File: src/rtl/mem_port_arbiter.sv
// Shares the NextMemory port between IF and LS: grants are combinational, read data returns 1 cycle after the grant.
// Backpressure: a requester without a grant holds its request; LS wins contention until IF has been denied STARVE_LIMIT times in a row.
module mem_port_arbiter #(
   parameter int ADDR_WIDTH   = 16,
   parameter int DATA_WIDTH   = 32,
   parameter int STARVE_LIMIT = 4
) (
   input  logic                  clk,
   input  logic                  rst,
   input  logic                  if_req,
   input  logic [ADDR_WIDTH-1:0] if_addr,
   output logic                  if_gnt,
   output logic                  if_rvalid,
   output logic [DATA_WIDTH-1:0] if_rdata,
   input  logic                  ls_req,
   input  logic                  ls_we,
   input  logic [ADDR_WIDTH-1:0] ls_addr,
   input  logic [DATA_WIDTH-1:0] ls_wdata,
   output logic                  ls_gnt,
   output logic                  ls_rvalid,
   output logic [DATA_WIDTH-1:0] ls_rdata,
   output logic                  mem_wen,
   output logic                  mem_ren,
   output logic [ADDR_WIDTH-1:0] mem_waddr,
   output logic [ADDR_WIDTH-1:0] mem_raddr,
   output logic [DATA_WIDTH-1:0] mem_wdata,
   input  logic [DATA_WIDTH-1:0] mem_rdata
);

   typedef enum logic [1:0] {
      OWN_NONE = 2'd0,
      OWN_IF   = 2'd1,
      OWN_LS   = 2'd2
   } owner_t;

   localparam logic [3:0] LIMIT = 4'(STARVE_LIMIT);

   owner_t                resp_owner, resp_owner_nxt;
   logic [3:0]            starve_cnt, starve_cnt_nxt;
   logic [ADDR_WIDTH-1:0] raddr_q, waddr_q;
   logic [DATA_WIDTH-1:0] wdata_q;
   logic                  ls_rd_gnt, ls_wr_gnt;

   always_comb begin
      if_gnt         = 1'b0;
      ls_gnt         = 1'b0;
      ls_rd_gnt      = 1'b0;
      ls_wr_gnt      = 1'b0;
      mem_ren        = 1'b0;
      mem_wen        = 1'b0;
      mem_raddr      = raddr_q;
      mem_waddr      = waddr_q;
      mem_wdata      = wdata_q;
      starve_cnt_nxt = starve_cnt;
      resp_owner_nxt = OWN_NONE;

      // Grants are suppressed while reset is held, even with requests pending.
      if (rst) begin
         if (if_req && (!ls_req || starve_cnt >= LIMIT)) begin
            if_gnt = 1'b1;
         end else if (ls_req) begin
            ls_gnt = 1'b1;
         end
      end
      ls_rd_gnt = ls_gnt && !ls_we;
      ls_wr_gnt = ls_gnt && ls_we;

      if (if_gnt) begin
         mem_ren        = 1'b1;
         mem_raddr      = if_addr;
         resp_owner_nxt = OWN_IF;
      end else if (ls_rd_gnt) begin
         mem_ren        = 1'b1;
         mem_raddr      = ls_addr;
         resp_owner_nxt = OWN_LS;
      end else if (ls_wr_gnt) begin
         mem_wen   = 1'b1;
         mem_waddr = ls_addr;
         mem_wdata = ls_wdata;
      end

      if (!if_req || if_gnt) begin
         starve_cnt_nxt = 4'd0;
      end else if (starve_cnt < LIMIT) begin
         starve_cnt_nxt = starve_cnt + 4'd1;
      end
   end

   always_ff @(posedge clk or negedge rst) begin
      if (!rst) begin
         resp_owner <= OWN_NONE;
         starve_cnt <= 4'd0;
         raddr_q    <= '0;
         waddr_q    <= '0;
         wdata_q    <= '0;
      end else begin
         resp_owner <= resp_owner_nxt;
         starve_cnt <= starve_cnt_nxt;
         raddr_q    <= mem_raddr;
         waddr_q    <= mem_waddr;
         wdata_q    <= mem_wdata;
      end
   end

   // Read data is steered to whichever port owned last cycle's read; the other port sees zero.
   assign if_rvalid = (resp_owner == OWN_IF);
   assign ls_rvalid = (resp_owner == OWN_LS);
   assign if_rdata  = if_rvalid ? mem_rdata : '0;
   assign ls_rdata  = ls_rvalid ? mem_rdata : '0;

endmodule
File: config.mk
export PLATFORM = sky130hd
export DESIGN_NAME = mem_port_arbiter
export DESIGN_NICKNAME = d
export VERILOG_FILES = /design/src/rtl/mem_port_arbiter.sv
export SDC_FILE = /design/constraint.sdc
export NUM_CORES = 1
export LEC_CHECK = 0
export CORE_MARGIN = 2
export CORE_UTILIZATION = 35
export CTS_CLUSTER_SIZE = 8
export DETAILED_ROUTE_END_ITERATION = 8
export GPL_TIMING_DRIVEN = 0
export PLACE_DENSITY_LB_ADDON = 0.3
export SLEW_MARGIN = 0
export SYNTH_ARGS = -nofsm -noshare
export SYNTH_HDL_FRONTEND = slang
export SYNTH_SLANG_ARGS = --single-unit
File: constraint.sdc
create_clock -name clk -period 2.4 [get_ports clk]
set_clock_uncertainty 0.2 [all_clocks]
set_input_delay 0.48 -clock clk [delete_from_list [all_inputs] [get_ports clk]]
set_output_delay 0.48 -clock clk [all_outputs]
set_load 0.05 [all_outputs]
==> results_slide.txt, run 1 <==
Flow Results at a Glance

Status
  – Status: complete, but fails checks
  – Failing checks: negative setup slack

Critical path
  – Worst Setup End Kind: output port
  – Crit path required time: 1.72 ns
  – Critical Path Sink: mem_waddr[9]
  – CP dominant cell by count: buf_6
  – Cells on worst reg2reg path: 5

Clock tree
  – Post_cts resized: 740
  – Htree depth: 3
  – Worst-path clk slew: 0.08 ns
  – Inserted Clock Buffers: 9
  – Clock insertion delay at the later pin of the skew report: 0.34 ns

Pwr
  – Seq power: 0.00146 W
  – Comb pwr share: 47.9%
  – Clock power frac: 21.9%
  – Pwr dens: 747.3 mW/mm^2
  – Internal power: 0.002945 W

Min path
  – Hold path depth: 3

Die
  – Die Wd: 100.3 microns
  – Die ar.: 0.01006 sq mm
  – Tap cell count: 111

Cells and area
  – Multi-input gates: 167
  – Fraction of area in multi-input gates: 22.18%
  – Layout cell share with drive strength beyond 1: 48.71%
  – Logic area: 0.001436 sq mm
  – Area grow syn2layout: 99.58%
  – Filler cells: 673

Logic synthesis
  – Yosys synthesis chip area: 0.003244 sq mm
  – Basic Gates by Area: 18.74%
  – Number of enable flip-flop cells: 0
  – Mapped Avg Cell Area: 12.58 sq um
  – Post-synth mux share: 16.97%
  – XOR-XNOR Cells, Area Fraction: 0.2700%

Final timing
  – TNS Setup: -20.69 ns
  – Setup ws final: -0.3546 ns
  – Slew Limit Fails: 0
  – Hold Fails Final Rpt: 0
  – Final Setup Violations: 67
  – Final hold slack: 0.2236 ns
  – RSZ-0062 raised after global routing: true
  – Slew HR: 39.76%

Placement
  – Placed insts: 604
  – Hpwl dp: 8.250 mm
  – Port Buffers: 234

Detailed routing
  – DR iter-0 viols: 117

Run
  – Log Warnings: 29
[run 1: per-layer routing]
metal | track usage, % | up-vias | wire [microns]
met3 | 9.540 | 18 | 1162
met1 | 22.82 | 1512 | 4176
met5 | 0 | - | 0
met4 | 9.905 | 0 | 321
met2 | 42.02 | 161 | 6620
li1 | - | 1474 | -
[run 1: state kept, by name, indices dropped and copies added (netlist names)]
name        cells
wdata_q        32
raddr_q        16
resp_owner      2
starve_cnt      4
waddr_q        16
[run 1: worst min-delay path, delay by kind of cell]
| kind | cells | cell delay, ns |
|---|---|---|
| buffers and inverters | 2 | 0.20 |
| AND/OR/NAND/NOR | 1 | 0.05 |
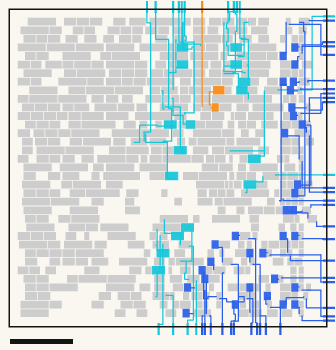
*Port wiring, run 1*
Bar = 20 microns.
[orange] ls_we | bits: 1 | direction: input | end cells: 2 | buffers: 1 | wire: 36.9 microns
[cyan] mem_raddr | bits: 16 | direction: output | end cells: 16 | buffers: 16 | wire: 677 microns
[blue] ls_rdata | bits: 32 | direction: output | end cells: 32 | buffers: 32 | wire: 630 microns

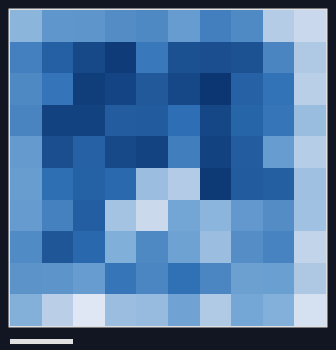
*Placement density heat map, run 1*
Bar = 20 microns. 10 x 10 tiles, from white (low) to dark blue (high), 0 to 100% covered.
emptiest ninth of the die: lower right
mean over tiles: 63%
fullest tile: 98%
tiles over 75% full: 32%

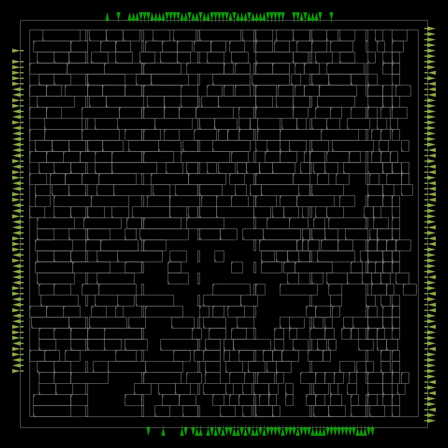
*Placed standard cells, run 1*
final core utilization: 71.09%
Flops: 70

==> inputs of run 2 (changes only) <==
Settings changed: GPL_TIMING_DRIVEN 0 to default.
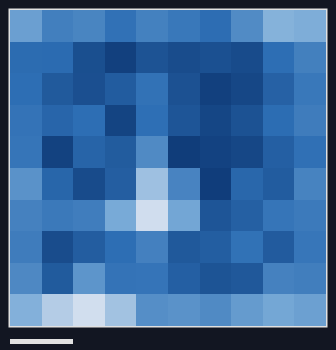
*Placement density heat map, run 2*
Bar = 20 microns. 10 x 10 tiles, from white (low) to dark blue (high), 0 to 100% covered.
mean over tiles: 73%
tiles over 75% full: 46%
fullest tile: 95%

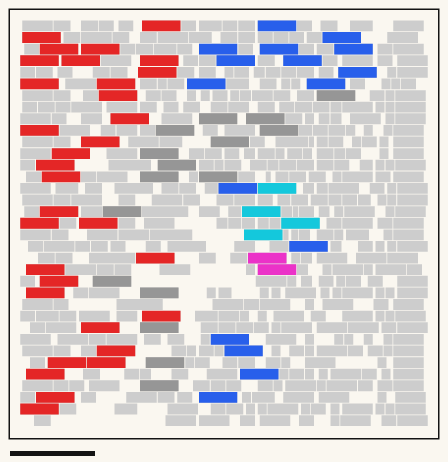
*Sequential cells colored by netlist name, run 2*
Bar = 20 microns.
[magenta] resp_owner | flops: 2
[blue] raddr_q | flops: 16
[red] wdata_q | flops: 32
[cyan] starve_cnt | flops: 4 | where: center
not colored: 16

==> run 2 against run 1 <==
Compared with the run above: critical endpoint is now mem_raddr[7]; the flow still finishes with violations (negative setup slack); power rose by 10%; first-iteration DRC count is 23% higher; sequential power barely moved; cell count decreased by 3.2%; synthesized cell count stayed put; fmax rose by 2.9%; largest power group unchanged; register-to-register slack improved by 0.09 ns; final area up 15%; worst setup slack better by 0.078 ns; die size is the same; global-route usage rose by 2.2 points; sequential share of layout area shrank 3.5 points.
==> results_slide.txt, run 2 <==
Flow Results at a Glance

Status
  – Status: complete, but fails checks
  – Failing checks: negative setup slack

Logic synthesis
  – XOR-XNOR Cells, Area Fraction: 0.2700% (unchanged)
  – Number of enable flip-flop cells: 0 (unchanged)
  – Yosys synthesis chip area: 0.003244 sq mm (unchanged)
  – Mapped Avg Cell Area: 12.58 sq um (unchanged)

Final timing
  – Setup ws final: -0.2769 ns (+0.07769 ns)
  – TNS Setup: -14.02 ns (+6.679 ns)
  – Final Setup Violations: 65 (-3.0%)
  – Slew Limit Fails: 0 (unchanged)

Die
  – Die ar.: 0.01006 sq mm (unchanged)

Cells and area
  – Layout cell share with drive strength beyond 1: 47.61% (-1.1 points)
  – Biggest regs: wdata_q x32, raddr_q x16, waddr_q x16
  – Area grow syn2layout: 129.5%

Global routing
  – Layer with the highest usage: met2
  – Met2 Usage GRT: 45.12% (+3.1 points)
  – GR Util met3: 8.078% (-1.5 points)
  – Global-route track usage on met1: 26.43% (+3.6 points)

Clock tree
  – Inserted Clock Buffers: 9 (unchanged)
  – Worst-path clk slew: 0.09 ns (about the same)

Pwr
  – Clock power frac: 22.4% (+0.5 points)

Detailed routing
  – Post-Route M1 WL: 4.378 mm (+4.8%)
  – Detail Route met2 WL: 6.979 mm (+5.4%)

Run
  – Log Warnings: 29 (unchanged)
## run 2: cell counts after synthesis
Identical to the previous run, type by type.
## run 2: repair_timing
action,4_1_cts,5_1_grt
hold buffers,2,0
pin swaps,14,3
gates cloned,7,3
endpoints found under the setup margin,67,67
endpoints found under the hold margin,17,0
gates resized,64,10
buffers inserted,6,2
## run 2: worst paths after layout
| path | endpoint | cells past startpoint |
|---|---|---|
| max in group asynchronous | resp_owner[0] | 3 |
| worst min register to register | wdata_q[29] | 1 |
| worst max-delay path | mem_raddr[7] | 4 |
| worst min-delay path | waddr_q[1] | 2 |
| min in group clk | wdata_q[29] | 1 |
| worst max register to register | raddr_q[14] | 4 |
## run 2: worst register-to-register path, stage by stage, from the launching register on
cell and delay (ns):
dfrtp_1 0.41, or3b_4 0.47, and2_4 0.22, a221o_2 0.38
buf_4 0.14
Power figures rest on the tool's default switching activity, not on a simulated workload.
